[src/rtl/msf_digit_scanner_if.sv]
// Bus bundle for the MSF display scanner: decoded BCD fields in, one scanned digit out.
interface msf_digit_scanner_if;
  logic       snap_i;
  logic [1:0] mode_i;
  logic [1:0] hour_h_i;
  logic [3:0] hour_l_i;
  logic [2:0] minute_h_i;
  logic [3:0] minute_l_i;
  logic [2:0] second_h_i;
  logic [3:0] second_l_i;
  logic [1:0] day_h_i;
  logic [3:0] day_l_i;
  logic       month_h_i;
  logic [3:0] month_l_i;
  logic [3:0] year_h_i;
  logic [3:0] year_l_i;
  logic [3:0] digit_o;
  logic [2:0] digit_sel_o;
  logic       strobe_o;
  logic       frame_o;
  logic       showing_date_o;
  logic       locked_o;

  // Drives the fields and mode, observes the scanned digit.
  modport master (
    output snap_i, mode_i, hour_h_i, hour_l_i, minute_h_i, minute_l_i, second_h_i, second_l_i,
           day_h_i, day_l_i, month_h_i, month_l_i, year_h_i, year_l_i,
    input  digit_o, digit_sel_o, strobe_o, frame_o, showing_date_o, locked_o
  );

  // The scanner itself.
  modport slave (
    input  snap_i, mode_i, hour_h_i, hour_l_i, minute_h_i, minute_l_i, second_h_i, second_l_i,
           day_h_i, day_l_i, month_h_i, month_l_i, year_h_i, year_l_i,
    output digit_o, digit_sel_o, strobe_o, frame_o, showing_date_o, locked_o
  );
endinterface

[src/rtl/msf_digit_scanner.sv]
// Time-multiplexed display scanner: snapshots the decoded time/date fields and scans one digit
// per step onto a shared 4-bit bus. Page, mode, blanking and data are frozen per frame.
module msf_digit_scanner #(
  parameter int unsigned SCAN_DIV       = 1024,
  parameter int unsigned ALT_FRAMES     = 8,
  parameter bit          BLANK_UNLOCKED = 1'b1
) (
  input logic                clk_i,
  input logic                rst_i,
  msf_digit_scanner_if.slave bus
);
  localparam int unsigned CntW = $clog2(SCAN_DIV);
  localparam int unsigned AltW = (ALT_FRAMES > 1) ? $clog2(ALT_FRAMES) : 1;
  localparam logic [CntW-1:0] CntMax = CntW'(SCAN_DIV - 1);
  localparam logic [AltW-1:0] AltMax = AltW'(ALT_FRAMES - 1);

  typedef enum logic [1:0] {ModeTime, ModeDate, ModeAuto, ModeBlank} mode_e;

  // Nibbles 0..5 are the time page, 6..11 the date page, each zero-extended.
  logic [11:0][3:0] fields_in;
  logic [11:0][3:0] cap_q, cap_d, shadow_q, shadow_d;
  logic [CntW-1:0]  cnt_q, cnt_d;
  logic [AltW-1:0]  alt_q, alt_d;
  logic [2:0]       sel_q, sel_d;
  logic [3:0]       digit_q, digit_d, idx;
  mode_e            fmode_q, fmode_d;
  logic             locked_q, locked_d, page_q, page_d, blank_q, blank_d, date_q, date_d;
  logic             strobe_q, strobe_d, frame_q, frame_d, tc, boundary;

  // Pack the incoming BCD fields in display order.
  always_comb begin
    fields_in[0]  = {2'b0, bus.hour_h_i};
    fields_in[1]  = bus.hour_l_i;
    fields_in[2]  = {1'b0, bus.minute_h_i};
    fields_in[3]  = bus.minute_l_i;
    fields_in[4]  = {1'b0, bus.second_h_i};
    fields_in[5]  = bus.second_l_i;
    fields_in[6]  = {2'b0, bus.day_h_i};
    fields_in[7]  = bus.day_l_i;
    fields_in[8]  = {3'b0, bus.month_h_i};
    fields_in[9]  = bus.month_l_i;
    fields_in[10] = bus.year_h_i;
    fields_in[11] = bus.year_l_i;
  end

  // Next-state: prescaler, digit index, capture, and per-frame shadow/mode/page latching.
  always_comb begin
    tc       = (cnt_q == CntMax);
    boundary = tc && (sel_q == 3'd5);
    cnt_d    = tc ? '0 : cnt_q + 1'b1;
    sel_d    = sel_q;
    if (tc) sel_d = (sel_q == 3'd5) ? 3'd0 : sel_q + 3'd1;
    cap_d    = bus.snap_i ? fields_in : cap_q;
    locked_d = locked_q | bus.snap_i;
    shadow_d = shadow_q;
    fmode_d  = fmode_q;
    alt_d    = alt_q;
    page_d   = page_q;
    blank_d  = blank_q;
    date_d   = date_q;
    if (boundary) begin
      // A snap landing on the boundary edge goes straight to the shadow so it is not lost.
      shadow_d = bus.snap_i ? fields_in : cap_q;
      fmode_d  = mode_e'(bus.mode_i);
      if (fmode_d == ModeAuto) begin
        if (fmode_q != ModeAuto) begin
          alt_d  = '0;
          page_d = 1'b0;
        end else if (alt_q == AltMax) begin
          alt_d  = '0;
          page_d = ~page_q;
        end else begin
          alt_d  = alt_q + 1'b1;
        end
      end
      date_d  = (fmode_d == ModeDate) || ((fmode_d == ModeAuto) && page_d);
      blank_d = (fmode_d == ModeBlank) || (BLANK_UNLOCKED && !locked_q);
    end
    idx      = date_d ? {1'b0, sel_d} + 4'd6 : {1'b0, sel_d};
    digit_d  = digit_q;
    if (tc) digit_d = blank_d ? 4'hF : shadow_d[idx];
    strobe_d = tc;
    frame_d  = boundary;
  end

  // State registers with asynchronous active-high reset.
  always_ff @(posedge clk_i or posedge rst_i) begin
    if (rst_i) begin
      cnt_q    <= '0;
      sel_q    <= 3'd5;
      cap_q    <= '0;
      shadow_q <= '0;
      locked_q <= 1'b0;
      fmode_q  <= ModeTime;
      alt_q    <= '0;
      page_q   <= 1'b0;
      blank_q  <= 1'b1;
      date_q   <= 1'b0;
      digit_q  <= 4'hF;
      strobe_q <= 1'b0;
      frame_q  <= 1'b0;
    end else begin
      cnt_q    <= cnt_d;
      sel_q    <= sel_d;
      cap_q    <= cap_d;
      shadow_q <= shadow_d;
      locked_q <= locked_d;
      fmode_q  <= fmode_d;
      alt_q    <= alt_d;
      page_q   <= page_d;
      blank_q  <= blank_d;
      date_q   <= date_d;
      digit_q  <= digit_d;
      strobe_q <= strobe_d;
      frame_q  <= frame_d;
    end
  end

  assign bus.digit_o        = digit_q;
  assign bus.digit_sel_o    = sel_q;
  assign bus.strobe_o       = strobe_q;
  assign bus.frame_o        = frame_q;
  assign bus.showing_date_o = date_q;
  assign bus.locked_o       = locked_q;
endmodule

[src/flat_wrapper.sv]
// flat-port wrapper written by rule: the top's interface ports become plain ports
module msf_digit_scanner_flat 
#(
  parameter int unsigned SCAN_DIV       = 1024,
  parameter int unsigned ALT_FRAMES     = 8,
  parameter bit          BLANK_UNLOCKED = 1'b1
)
  (clk_i, rst_i, bus_snap_i, bus_mode_i, bus_hour_h_i, bus_hour_l_i, bus_minute_h_i, bus_minute_l_i, bus_second_h_i, bus_second_l_i, bus_day_h_i, bus_day_l_i, bus_month_h_i, bus_month_l_i, bus_year_h_i, bus_year_l_i, bus_digit_o, bus_digit_sel_o, bus_strobe_o, bus_frame_o, bus_showing_date_o, bus_locked_o);
  msf_digit_scanner_if bus_i ();
  input logic clk_i;
  input logic rst_i;
  input wire logic [$bits(bus_i.snap_i)-1:0] bus_snap_i;
  input wire logic [$bits(bus_i.mode_i)-1:0] bus_mode_i;
  input wire logic [$bits(bus_i.hour_h_i)-1:0] bus_hour_h_i;
  input wire logic [$bits(bus_i.hour_l_i)-1:0] bus_hour_l_i;
  input wire logic [$bits(bus_i.minute_h_i)-1:0] bus_minute_h_i;
  input wire logic [$bits(bus_i.minute_l_i)-1:0] bus_minute_l_i;
  input wire logic [$bits(bus_i.second_h_i)-1:0] bus_second_h_i;
  input wire logic [$bits(bus_i.second_l_i)-1:0] bus_second_l_i;
  input wire logic [$bits(bus_i.day_h_i)-1:0] bus_day_h_i;
  input wire logic [$bits(bus_i.day_l_i)-1:0] bus_day_l_i;
  input wire logic [$bits(bus_i.month_h_i)-1:0] bus_month_h_i;
  input wire logic [$bits(bus_i.month_l_i)-1:0] bus_month_l_i;
  input wire logic [$bits(bus_i.year_h_i)-1:0] bus_year_h_i;
  input wire logic [$bits(bus_i.year_l_i)-1:0] bus_year_l_i;
  output wire logic [$bits(bus_i.digit_o)-1:0] bus_digit_o;
  output wire logic [$bits(bus_i.digit_sel_o)-1:0] bus_digit_sel_o;
  output wire logic [$bits(bus_i.strobe_o)-1:0] bus_strobe_o;
  output wire logic [$bits(bus_i.frame_o)-1:0] bus_frame_o;
  output wire logic [$bits(bus_i.showing_date_o)-1:0] bus_showing_date_o;
  output wire logic [$bits(bus_i.locked_o)-1:0] bus_locked_o;
  assign bus_i.snap_i = bus_snap_i;
  assign bus_i.mode_i = bus_mode_i;
  assign bus_i.hour_h_i = bus_hour_h_i;
  assign bus_i.hour_l_i = bus_hour_l_i;
  assign bus_i.minute_h_i = bus_minute_h_i;
  assign bus_i.minute_l_i = bus_minute_l_i;
  assign bus_i.second_h_i = bus_second_h_i;
  assign bus_i.second_l_i = bus_second_l_i;
  assign bus_i.day_h_i = bus_day_h_i;
  assign bus_i.day_l_i = bus_day_l_i;
  assign bus_i.month_h_i = bus_month_h_i;
  assign bus_i.month_l_i = bus_month_l_i;
  assign bus_i.year_h_i = bus_year_h_i;
  assign bus_i.year_l_i = bus_year_l_i;
  assign bus_digit_o = bus_i.digit_o;
  assign bus_digit_sel_o = bus_i.digit_sel_o;
  assign bus_strobe_o = bus_i.strobe_o;
  assign bus_frame_o = bus_i.frame_o;
  assign bus_showing_date_o = bus_i.showing_date_o;
  assign bus_locked_o = bus_i.locked_o;
  msf_digit_scanner #(.SCAN_DIV(SCAN_DIV), .ALT_FRAMES(ALT_FRAMES), .BLANK_UNLOCKED(BLANK_UNLOCKED)) u_core (.clk_i(clk_i), .rst_i(rst_i), .bus(bus_i));
endmodule
[config.mk]
export PLATFORM = sky130hd
export DESIGN_NAME = msf_digit_scanner_flat
export DESIGN_NICKNAME = d
export VERILOG_FILES = /design/src/rtl/msf_digit_scanner_if.sv /design/src/rtl/msf_digit_scanner.sv /design/src/flat_wrapper.sv
export SDC_FILE = /design/constraint.sdc
export NUM_CORES = 1
export LEC_CHECK = 0
export CAP_MARGIN = 5
export CORE_ASPECT_RATIO = 1.5
export CORE_MARGIN = 1
export CORE_UTILIZATION = 35
export CTS_CLUSTER_SIZE = 40
export DETAILED_ROUTE_END_ITERATION = 16
export GPL_ROUTABILITY_DRIVEN = 0
export HOLD_SLACK_MARGIN = 0.1
export PLACE_DENSITY = 0.56
export SLEW_MARGIN = 30
export SYNTH_ARGS = -nofsm -noshare
export SYNTH_HDL_FRONTEND = slang
export SYNTH_SLANG_ARGS = --single-unit
[constraint.sdc]
create_clock -name clk_i -period 5.75 [get_ports clk_i]
set_clock_uncertainty 0.05 [all_clocks]
set_input_delay 1.725 -clock clk_i [delete_from_list [all_inputs] [get_ports clk_i]]
set_output_delay 1.725 -clock clk_i [all_outputs]
set_load 0.01 [all_outputs]
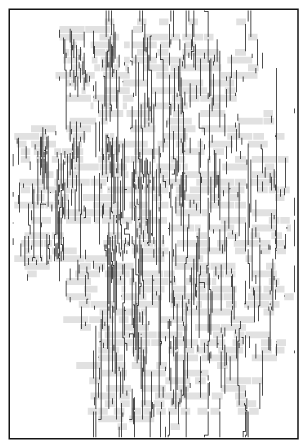
(images/met2.png)
The layer carries 5290 um of wire. The layer holds 52% of the routed length. The longest straight run is 64.1 um. 437 nets have wire on it.
met2 usage: 23.8%
Via Count: 3083
Total Wirelength: 10300 um

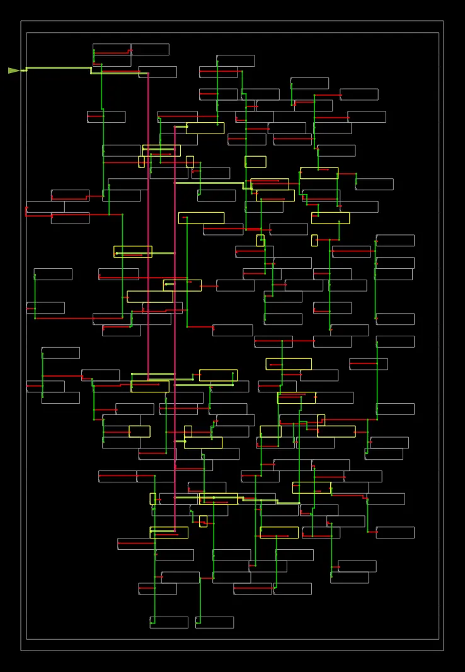
(images/final_clocks.png)
num sequential: 124
Latency at later pin: 0.41 ns

==> impl_metrics.ini <==
; synthesis and place-and-route metrics
[clock_network]
clk_path_buf_depth = 2
cts_buffers = 17
cts_resized = 0
cts_setup_buffers = 0
cts_tree = yes

[floorplan]
fp_util_pct = 36.0

[outcome]
status = finished clean

[yosys]
area_leaders = dfrtp_1 (55%), mux2_2 (22%), dfstp_2 (3.5%), mux2i_1 (1.9%), nand3_1 (1.7%)
ys_cells = 379
ff_type = dfrtp_1
synth.distinct_cells = 45
yosys-stat-area_mm2 = 0.00528
common_cells = dfrtp_1 (117), mux2_2 (104), nand3_1 (18)

[timing]
fin_crit_ns = 4.08
worstMarginPinSlew_ns = 0.955

[final_layout]
drive_above_1_share_pct = 34.2
nFillCells = 1345

[drt]
first_pass_iters = 4
drtIter0Drc = 121

[run]
cap_violations = 0

[global_routing]
grt_first_pass_wirelength_um = 17300

[worst_setup_path]
worstPathRequired_ns = 6.03
worst_ep_arrival_time_ns = 4.36

[min_path]
hold_start = u_core.cap_q[22]

[power]
peakVddDrop_uv = 213
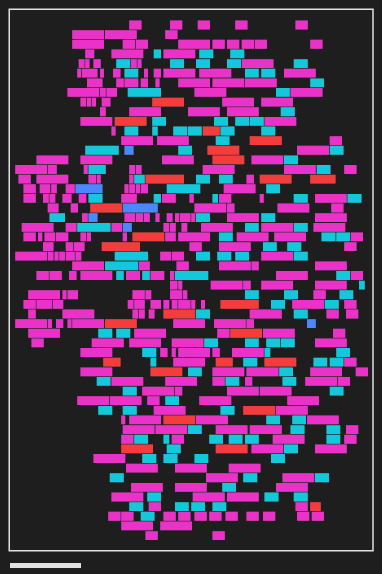
(images/drive_strength.png)
Bar = 20 um.
Key: red = drive 6 and up [cells 25, most used clkbuf_16]; cyan = drive 2 [cells 124, most used mux2_2]; magenta = drive 1 or less [cells 298, most used dfrtp_1]; blue = drive 3 to 4 [cells 6, most used buf_4]
Signal buffers: 59
area grow syn2layout: 25.6%

[cell type report]
type                            count  area (um^2)  share of cell area (%)
Clock buffer                       23          478                    7.20
Clock inverter                      8          115                    1.73
Inverter                            7         31.3                   0.471
Multi-Input combinational cell    232         2070                    31.2
Sequential cell                   124         3110                    46.9
Tap cell                          196          245                    3.70
Timing Repair Buffer               59          586                    8.82
[where the power goes]
part | internal [mW] | switching (mW)
Sequential | 0.901 | 0.00581
Clock | 0.709 | 0.358
Combinational | 0.0524 | 0.0418
[worst register-to-register path, delay by kind of cell (launching register included)]
kind,cells,cell delay (ns)
fa+ha+maj,1,0.37
simple gates,2,0.51
mux,2,0.75
xor+xnor,1,0.78
flops,1,0.43
compound gates,2,0.47
[placed cells by master, fill, tap and decap left out, drive strengths merged, types with 2 or more instances in the layout]
cell,count
nor2,14
and4,2
dfstp,7
nand3,18
clkdlybuf4s50,53
or2,4
nand4,5
a41oi,3
dfrtp,117
buf,6
bufinv,3
o2bb2ai,2
clkinv,6
clkbuf,23
o41a,3
nand2,10
o31ai,2
nor4,3
inv,6
a31oi,3
xnor2,6
nand3b,2
mux2i,11
o21ai,8
nor2b,12
ha,4
xor2,4
mux2,104
[cell families after synthesis]
family,share of synthesized area [%]
mux,24.3
flops,58.9
fa+ha+maj,0.947
xor+xnor,2.01
compound gates,4.07
buf+inv,1.94
simple gates,7.81
[registers in the layout, summed over array words and instances (netlist names)]
| signal | count |
|---|---|
| u_core.bus.digit_sel_o | 3 |
| u_core.bus.locked_o | 1 |
| u_core.blank_q | 1 |
| u_core.bus.showing_date_o | 1 |
| u_core.alt_q | 3 |
| u_core.cnt_q | 10 |
| u_core.cap_q | 48 |
| u_core.bus.strobe_o | 1 |
| u_core.shadow_q | 48 |
| u_core.bus.digit_o | 4 |
| u_core.page_q | 1 |
| u_core.bus.frame_o | 1 |
| u_core.fmode_q | 2 |
[metrics by stage]
stage / hold WS (ns) / power (mW)
after floorplan: 0.404 / 0.971
after global placement: 0.423 / 1.02
after detailed placement: 0.432 / 1.02
after CTS: 0.445 / 2.10
after global routing: 0.450 / 2.15
final: 0.441 / 2.07
[how the worst max path moves through the flow]
stage | startpoint | endpoint | slack, ns | cells past startpoint
finish | bus_mode_i[1] | u_core.bus.digit_o[3] | 1.67 | 8
global route | bus_mode_i[1] | u_core.bus.digit_o[3] | 1.54 | 8
CTS | bus_mode_i[1] | u_core.bus.digit_o[3] | 1.65 | 8
detailed placement | bus_mode_i[0] | u_core.bus.digit_o[3] | 1.25 | 8
global placement | bus_mode_i[0] | u_core.bus.digit_o[3] | 1.33 | 8
floorplan | rst_i | u_core.alt_q[0] | 0.69 | 1
[routing by layer]
layer / global-route usage (%) / wire length [um] / vias up
li1: - / - / 1483
met1: 18.3 / 4430 / 1543
met2: 23.8 / 5290 / 43
met3: 3.72 / 304 / 14
met4: 6.67 / 223 / 0
met5: 0 / 0 / -
Power is estimated from default activity; no workload was simulated.
